[src/rtl/pipeline_hazard_ctrl_pkg.sv]
// Shared encodings for the pipeline hazard controller: FSM states and register constants.
package pipe_ctrl_pkg;

    localparam int unsigned REG_W = 5;
    localparam logic [REG_W-1:0] REG_ZERO = 5'd0;

    typedef enum logic {
        ST_RUN      = 1'b0,
        ST_MEM_WAIT = 1'b1
    } state_e;

endpackage

[src/rtl/pipeline_hazard_ctrl_if.sv]
// Hazard-control bundle between the pipeline datapath (master) and the hazard controller (slave).
interface pipeline_hazard_ctrl_if #(
    parameter int unsigned CNT_W = 32
);
    import pipe_ctrl_pkg::*;

    logic             ID_EX_MemRead;
    logic [REG_W-1:0] ID_EX_Rd;
    logic [REG_W-1:0] IF_ID_Rs1;
    logic [REG_W-1:0] IF_ID_Rs2;
    logic             branch_taken;
    logic             EX_MEM_MemRead;
    logic             EX_MEM_MemWrite;
    logic             dmem_ready;

    logic             PC_Stall;
    logic             IF_ID_Stall;
    logic             IF_ID_Flush;
    logic             Control_Sig_Stall;
    logic             ID_EX_Bubble;
    logic             Pipe_Freeze;
    logic             mem_timeout;
    logic [CNT_W-1:0] stall_cnt;
    logic [CNT_W-1:0] flush_cnt;

    modport master (
        output ID_EX_MemRead, ID_EX_Rd, IF_ID_Rs1, IF_ID_Rs2, branch_taken,
               EX_MEM_MemRead, EX_MEM_MemWrite, dmem_ready,
        input  PC_Stall, IF_ID_Stall, IF_ID_Flush, Control_Sig_Stall, ID_EX_Bubble,
               Pipe_Freeze, mem_timeout, stall_cnt, flush_cnt
    );

    modport slave (
        input  ID_EX_MemRead, ID_EX_Rd, IF_ID_Rs1, IF_ID_Rs2, branch_taken,
               EX_MEM_MemRead, EX_MEM_MemWrite, dmem_ready,
        output PC_Stall, IF_ID_Stall, IF_ID_Flush, Control_Sig_Stall, ID_EX_Bubble,
               Pipe_Freeze, mem_timeout, stall_cnt, flush_cnt
    );

endinterface

[src/rtl/pipeline_hazard_ctrl_sat_counter.sv]
// Enabled up-counter that holds at all-ones instead of wrapping.
module sat_counter #(
    parameter int unsigned W = 32
) (
    input  logic         clk,
    input  logic         rst,
    input  logic         en,
    output logic [W-1:0] cnt
);

    always_ff @(posedge clk) begin
        if (rst) begin
            cnt <= '0;
        end else if (en && (cnt != {W{1'b1}})) begin
            cnt <= cnt + W'(1);
        end
    end

endmodule

[src/rtl/pipeline_hazard_ctrl.sv]
// Stall/flush/freeze generation for a 5-stage pipeline: load-use, branch redirect and
// a watchdog-guarded wait-state FSM for slow data memory, plus event counters.
module pipeline_hazard_ctrl
    import pipe_ctrl_pkg::*;
#(
    parameter int unsigned MEM_TIMEOUT = 16,
    parameter int unsigned CNT_W       = 32
) (
    input  logic                  clk,
    input  logic                  rst,
    pipeline_hazard_ctrl_if.slave bus
);

    localparam int unsigned       WAIT_W    = $clog2(MEM_TIMEOUT);
    localparam logic [WAIT_W-1:0] WAIT_LAST = WAIT_W'(MEM_TIMEOUT - 1);

    state_e            state, state_nxt;
    logic [WAIT_W-1:0] wait_cnt, wait_nxt;
    logic              timeout_set;
    logic              timeout_q;
    logic              mem_busy, load_use;
    logic              pc_stall, ifid_stall, ifid_flush, ctl_stall, bubble, freeze;

    assign mem_busy = (bus.EX_MEM_MemRead | bus.EX_MEM_MemWrite) & ~bus.dmem_ready;
    assign load_use = bus.ID_EX_MemRead & (bus.ID_EX_Rd != REG_ZERO) &
                      ((bus.ID_EX_Rd == bus.IF_ID_Rs1) | (bus.ID_EX_Rd == bus.IF_ID_Rs2));

    always_ff @(posedge clk) begin
        if (rst) begin
            state     <= ST_RUN;
            wait_cnt  <= '0;
            timeout_q <= 1'b0;
        end else begin
            state    <= state_nxt;
            wait_cnt <= wait_nxt;
            if (timeout_set) begin
                timeout_q <= 1'b1;
            end
        end
    end

    // Priority freeze > flush > load-use; controls are forced low while in reset.
    always_comb begin
        state_nxt   = state;
        wait_nxt    = wait_cnt;
        timeout_set = 1'b0;
        pc_stall    = 1'b0;
        ifid_stall  = 1'b0;
        ifid_flush  = 1'b0;
        ctl_stall   = 1'b0;
        bubble      = 1'b0;
        freeze      = 1'b0;
        if (!rst) begin
            case (state)
                ST_RUN: begin
                    if (mem_busy) begin
                        pc_stall   = 1'b1;
                        ifid_stall = 1'b1;
                        ctl_stall  = 1'b1;
                        freeze     = 1'b1;
                        state_nxt  = ST_MEM_WAIT;
                        wait_nxt   = WAIT_W'(1);
                    end else if (bus.branch_taken) begin
                        ifid_flush = 1'b1;
                        bubble     = 1'b1;
                    end else if (load_use) begin
                        pc_stall   = 1'b1;
                        ifid_stall = 1'b1;
                        bubble     = 1'b1;
                    end
                end
                ST_MEM_WAIT: begin
                    if (bus.dmem_ready) begin
                        state_nxt = ST_RUN;
                        wait_nxt  = '0;
                    end else if (wait_cnt == WAIT_LAST) begin
                        // Abandon the access; software sees the sticky error.
                        timeout_set = 1'b1;
                        state_nxt   = ST_RUN;
                        wait_nxt    = '0;
                    end else begin
                        pc_stall   = 1'b1;
                        ifid_stall = 1'b1;
                        ctl_stall  = 1'b1;
                        freeze     = 1'b1;
                        wait_nxt   = wait_cnt + WAIT_W'(1);
                    end
                end
            endcase
        end
    end

    assign bus.PC_Stall          = pc_stall;
    assign bus.IF_ID_Stall       = ifid_stall;
    assign bus.IF_ID_Flush       = ifid_flush;
    assign bus.Control_Sig_Stall = ctl_stall;
    assign bus.ID_EX_Bubble      = bubble;
    assign bus.Pipe_Freeze       = freeze;
    assign bus.mem_timeout       = timeout_q;

    sat_counter #(.W(CNT_W)) u_stall_cnt (
        .clk (clk),
        .rst (rst),
        .en  (pc_stall),
        .cnt (bus.stall_cnt)
    );

    sat_counter #(.W(CNT_W)) u_flush_cnt (
        .clk (clk),
        .rst (rst),
        .en  (ifid_flush),
        .cnt (bus.flush_cnt)
    );

endmodule

[src/flat_wrapper.sv]
// flat-port wrapper written by rule: the top's interface ports become plain ports
module pipeline_hazard_ctrl_flat import pipe_ctrl_pkg::*;
#(
    parameter int unsigned MEM_TIMEOUT = 16,
    parameter int unsigned CNT_W       = 32
)
  (clk, rst, bus_ID_EX_MemRead, bus_ID_EX_Rd, bus_IF_ID_Rs1, bus_IF_ID_Rs2, bus_branch_taken, bus_EX_MEM_MemRead, bus_EX_MEM_MemWrite, bus_dmem_ready, bus_PC_Stall, bus_IF_ID_Stall, bus_IF_ID_Flush, bus_Control_Sig_Stall, bus_ID_EX_Bubble, bus_Pipe_Freeze, bus_mem_timeout, bus_stall_cnt, bus_flush_cnt);
  pipeline_hazard_ctrl_if #(.CNT_W(CNT_W)) bus_i ();
  input  logic clk;
  input  logic rst;
  input wire logic [$bits(bus_i.ID_EX_MemRead)-1:0] bus_ID_EX_MemRead;
  input wire logic [$bits(bus_i.ID_EX_Rd)-1:0] bus_ID_EX_Rd;
  input wire logic [$bits(bus_i.IF_ID_Rs1)-1:0] bus_IF_ID_Rs1;
  input wire logic [$bits(bus_i.IF_ID_Rs2)-1:0] bus_IF_ID_Rs2;
  input wire logic [$bits(bus_i.branch_taken)-1:0] bus_branch_taken;
  input wire logic [$bits(bus_i.EX_MEM_MemRead)-1:0] bus_EX_MEM_MemRead;
  input wire logic [$bits(bus_i.EX_MEM_MemWrite)-1:0] bus_EX_MEM_MemWrite;
  input wire logic [$bits(bus_i.dmem_ready)-1:0] bus_dmem_ready;
  output wire logic [$bits(bus_i.PC_Stall)-1:0] bus_PC_Stall;
  output wire logic [$bits(bus_i.IF_ID_Stall)-1:0] bus_IF_ID_Stall;
  output wire logic [$bits(bus_i.IF_ID_Flush)-1:0] bus_IF_ID_Flush;
  output wire logic [$bits(bus_i.Control_Sig_Stall)-1:0] bus_Control_Sig_Stall;
  output wire logic [$bits(bus_i.ID_EX_Bubble)-1:0] bus_ID_EX_Bubble;
  output wire logic [$bits(bus_i.Pipe_Freeze)-1:0] bus_Pipe_Freeze;
  output wire logic [$bits(bus_i.mem_timeout)-1:0] bus_mem_timeout;
  output wire logic [$bits(bus_i.stall_cnt)-1:0] bus_stall_cnt;
  output wire logic [$bits(bus_i.flush_cnt)-1:0] bus_flush_cnt;
  assign bus_i.ID_EX_MemRead = bus_ID_EX_MemRead;
  assign bus_i.ID_EX_Rd = bus_ID_EX_Rd;
  assign bus_i.IF_ID_Rs1 = bus_IF_ID_Rs1;
  assign bus_i.IF_ID_Rs2 = bus_IF_ID_Rs2;
  assign bus_i.branch_taken = bus_branch_taken;
  assign bus_i.EX_MEM_MemRead = bus_EX_MEM_MemRead;
  assign bus_i.EX_MEM_MemWrite = bus_EX_MEM_MemWrite;
  assign bus_i.dmem_ready = bus_dmem_ready;
  assign bus_PC_Stall = bus_i.PC_Stall;
  assign bus_IF_ID_Stall = bus_i.IF_ID_Stall;
  assign bus_IF_ID_Flush = bus_i.IF_ID_Flush;
  assign bus_Control_Sig_Stall = bus_i.Control_Sig_Stall;
  assign bus_ID_EX_Bubble = bus_i.ID_EX_Bubble;
  assign bus_Pipe_Freeze = bus_i.Pipe_Freeze;
  assign bus_mem_timeout = bus_i.mem_timeout;
  assign bus_stall_cnt = bus_i.stall_cnt;
  assign bus_flush_cnt = bus_i.flush_cnt;
  pipeline_hazard_ctrl #(.MEM_TIMEOUT(MEM_TIMEOUT), .CNT_W(CNT_W)) u_core (.clk(clk), .rst(rst), .bus(bus_i));
endmodule
[config.mk]
export PLATFORM = sky130hd
export DESIGN_NAME = pipeline_hazard_ctrl_flat
export DESIGN_NICKNAME = d
export VERILOG_FILES = /design/src/rtl/pipeline_hazard_ctrl_pkg.sv /design/src/rtl/pipeline_hazard_ctrl_if.sv /design/src/rtl/pipeline_hazard_ctrl_sat_counter.sv /design/src/rtl/pipeline_hazard_ctrl.sv /design/src/flat_wrapper.sv
export SDC_FILE = /design/constraint.sdc
export NUM_CORES = 1
export LEC_CHECK = 0
export CORE_AREA = 8 8 99 101
export DETAILED_ROUTE_END_ITERATION = 10
export DIE_AREA = 0 0 107 109
export HOLD_SLACK_MARGIN = 0.08
export PLACE_DENSITY = 0.76
export SYNTH_ARGS = -nofsm -noshare
export SYNTH_HDL_FRONTEND = slang
export SYNTH_SLANG_ARGS = --single-unit
export TNS_END_PERCENT = 30
[constraint.sdc]
create_clock -name clk -period 4.7 [get_ports clk]
set_input_delay 1.41 -clock clk [delete_from_list [all_inputs] [get_ports clk]]
set_output_delay 1.41 -clock clk [all_outputs]
set_load 0.1 [all_outputs]
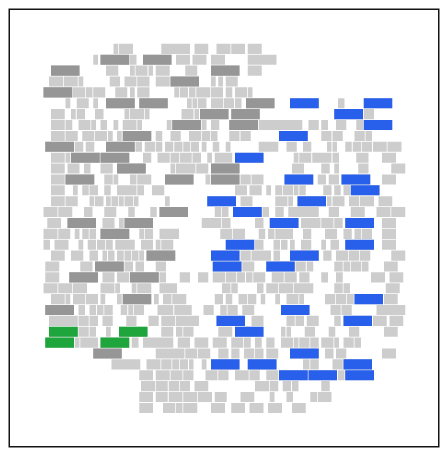
Fig. 1. Sequential cells coloured by netlist name (run 1).
(4 px per micron) Other sequential cells in the stronger grey, the rest of the logic in the fainter grey.
legend:
  green:
    netlist_name: u_core.wait_cnt
    flops: 4
    where: bottom left
  blue:
    netlist_name: u_core.u_stall_cnt.cnt
    flops: 32
not coloured: 34
Reg area: 1400 sq um
sequential share of cell area: 27.9%
Flop+latch power: 0.604 mW
Core Util, Final: 59.8%

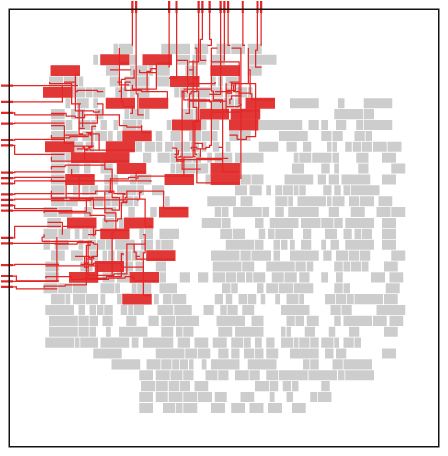
Fig. 2. Nets reached from selected ports (run 1).
(4 px per micron)
legend:
  red:
    port: bus_flush_cnt
    bits: 32
    direction: output
    end_cells: 32
    buffers: 32
    wire: 1640 microns
port bufs: 92
IO Count: 93

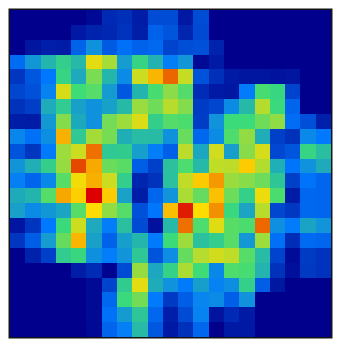
Fig. 3. Signal metal coverage by tile (run 1).
(3 px per micron) 21 x 22 tiles, from dark blue (low) to red (high), scaled to the fullest tile. Values are wire area over tile area, all layers added.
emptiest ninth of the die: top right
fullest tile: 0.50
nearly empty tiles: 20%
tiles over half the peak: 23%
mean over tiles: 0.15

==> results_slide.txt, run 1 <==
Flow Results at a Glance

Yosys
  • Registers, synthesis: 70
  • Mux frac, synth: 0.268%
  • Post-synthesis cell count: 442
  • Dominant comb cell: simple AND/OR/NAND/NOR gates
  • Basic Gates by Area: roughly 31%

Setup path
  • Launch point of the worst path: bus_ID_EX_Rd[0]
  • Crit path depth: 7
  • Crit path cell chain: clkdlybuf4s50_1 -> or4_1 -> o21a_1 -> nor3b_2 -> a21oi_4 -> inv_4 -> buf_12

Floorplan
  • Die Span X: 107 microns
  • DIE HEIGHT: 109 microns
  • Die ar.: 11700 sq um
  • Tap Count: 108

Min path
  • Worst Hold Path Cells: 2
  • Hold path startpoint: u_core.bus.mem_timeout$_SDFFE_PP0P_

Layout
  • Comb area share: 43.3%
  • Layout cells sized above 1: 8.22%
  • Leading cell kind: combinational gates
  • Final Instance Area: between 5000 and 6000 sq um
  • Signal buffers share of area: 21.4%

Drt
  • Routed wire length: about 11000 microns

Outcome
  • Status: complete, no violations

Power and ir drop
  • Pint: 0.913 mW
  • Clock network fraction of total power: between 30% and 40%
  • Power per Cell Area: roughly 250 nW/um^2

Flow run
  • OpenROAD warning count: 27

Clock network
  • Clk buf depth: 2
  • Post-CTS Resized: 0
  • Number of H-tree levels: 3
  • Num CTS Buffers: 9

GRT
  • Routing usage on met2: a little under a third
  • GRT Residual Overflow: 0
  • Initial antenna violation count: 0
  • First-pass GRT wire length: 17300 microns

Place
  • Post-DP Area: 4820 sq um

Timing
  • Final setup vio count: 0
--- run 2 (diff from run 1) ---
- CTS_BUF_LIST: unset -> sky130_fd_sc_hd__clkbuf_4 sky130_fd_sc_hd__clkbuf_8
- SKIP_LAST_GASP: unset -> 1
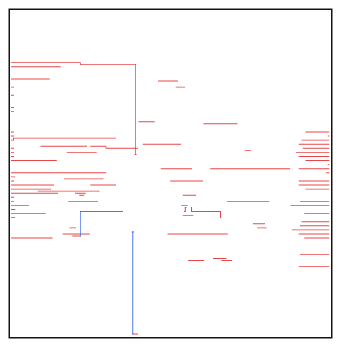
Fig. 4. Wiring by layer (run 2).
(3 px per micron) Two of the layers only.
legend:
  red:
    layer: met3
    wire_length: 727 microns
  blue:
    layer: met4
    wire_length: 72.1 microns
per-cell routed wire length: 16.4 microns
GRT Total Usage: 17.9%
Vias: 3798
routed wire length: 10500 microns

==> run 2 against run 1 <==
Against the previous run: area after synthesis is the same; register-to-register slack about the same; clock skew hardly changed; via count is 0.50% higher; setup slack about the same; wire length fell by 0.10%; critical endpoint unchanged; die area stayed put; highest routed layer unchanged; first-iteration DRC count is 2.2% lower; cell area up 0.22%; fmax about the same; worst hold slack is essentially flat.
==> results_slide.txt, run 2 <==
Flow Results at a Glance

Yosys
  • Registers, synthesis: 70
  • Netlist cell types: 50
  • Largest area contributor in the netlist: dfxtp_1
  • Basic Gates by Area: a little under a third
  • Post-synthesis cell count: between 400 and 500
  • Dominant comb cell: simple AND/OR/NAND/NOR gates
  • Mux frac, synth: less than 1%

Layout
  • Final Instance Area: around 5000 sq um
  • Leading cell kind: combinational gates
  • MI comb cells: ~330
  • Layout cells sized above 1: under 10%
  • Reg area: 1400 sq um
  • Sequential share of cell area: about 28%
  • Core Util, Final: 60.0%
  • Comb area share: 43.2%

Clock network
  • Number of H-tree levels: 3
  • Post-CTS Resized: 0
  • Num CTS Buffers: 9
  • Clk buf depth: 2

Setup path
  • Worst flop-to-flop path endpoint: u_core.u_stall_cnt.cnt[31]$_SDFFE_PP0P_
  • Launch point of the worst path: bus_ID_EX_Rd[0]
  • Setup Crit Path Kind: primary input to output port
  • Crit path depth: 7

Floorplan
  • DIE HEIGHT: between 100 and 150 microns
  • Die ar.: 11700 sq um
  • IO Count: 93
  • Tap Count: 108
  • Die Span X: ~110 microns

Power and ir drop
  • Clock network fraction of total power: 39.9%
  • Flop+latch power: 0.604 mW
  • Pint: 0.931 mW
  • Power per Cell Area: 251 nW/um^2

Outcome
  • Status: complete, no violations

GRT
  • Initial antenna violation count: 0
  • Routing usage on met2: between 30% and 40%
  • GRT Residual Overflow: 0
  • First-pass GRT wire length: around 17000 microns

Place
  • Port bufs: 92
  • Post-DP Area: 4820 sq um
  • Gpl congestion: between 0.8 and 0.9

Min path
  • Worst Hold End: u_core.bus.mem_timeout$_SDFFE_PP0P_
  • Hold path startpoint: u_core.bus.mem_timeout$_SDFFE_PP0P_

Flow run
  • OpenROAD warning count: 27
--- run 3 (diff from run 2) ---
- SKIP_CTS_REPAIR_TIMING: unset -> 1
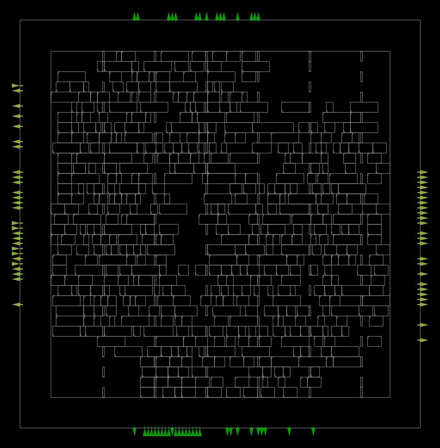
Fig. 5. Cell outlines without signal wires (run 3).
Core Util, Final: 60.0%
Fill cells: 752
flop count: 70
Tap Count: 108
sequential share of cell area: 27.9%

==> run 3 against run 2 <==
Against the previous run: via count is the same; fmax is the same; cell area is the same; clock-buffer cell count is the same; global-route usage is the same; first-iteration DRC count is the same; combinational power is essentially flat; clock skew is the same; register-to-register slack is essentially flat; core utilization is the same; sequential cell count is the same; wire length is the same; largest power group unchanged.
==> results_slide.txt, run 3 <==
Flow Results at a Glance

Min path
  • Worst Hold Path Cells: 2
  • Hold path startpoint: u_core.bus.mem_timeout$_SDFFE_PP0P_
  • Worst Hold End: u_core.bus.mem_timeout$_SDFFE_PP0P_

GRT
  • GRT Residual Overflow: 0
  • Routing usage on met2: 30.5%
  • First-pass GRT wire length: 17300 microns
  • Initial antenna violation count: 0

Outcome
  • Status: complete, no violations

Layout
  • Final Instance Area: 5030 sq um
  • Leading cell kind: combinational gates
  • MI comb cells: 334
  • Reg area: ~1400 sq um
  • Comb area share: 43.2%
  • Layout cells sized above 1: 8.79%

Floorplan
  • Die Span X: ~110 microns
  • DIE HEIGHT: roughly 110 microns
  • IO Count: 93

Place
  • Post-DP Area: 4820 sq um
  • Gpl congestion: between 0.8 and 0.9
  • Port bufs: 92

Power and ir drop
  • Clock network fraction of total power: 39.9%
  • Flop+latch power: 0.604 mW
  • Pint: about 0.93 mW
  • Power per Cell Area: roughly 250 nW/um^2

Drt
  • Per-cell routed wire length: 16.4 microns
  • Vias: between 3000 and 4000
  • Routed wire length: approximately 11000 microns

Clock network
  • Clk buf depth: 2
  • Number of H-tree levels: 3

Yosys
  • Registers, synthesis: 70
  • Basic Gates by Area: 31.3%
  • Largest area contributor in the netlist: dfxtp_1
  • Dominant comb cell: simple AND/OR/NAND/NOR gates

Setup path
  • Worst flop-to-flop path endpoint: u_core.u_stall_cnt.cnt[31]$_SDFFE_PP0P_
  • Crit path depth: 7
Power is estimated from default activity; no workload was simulated.
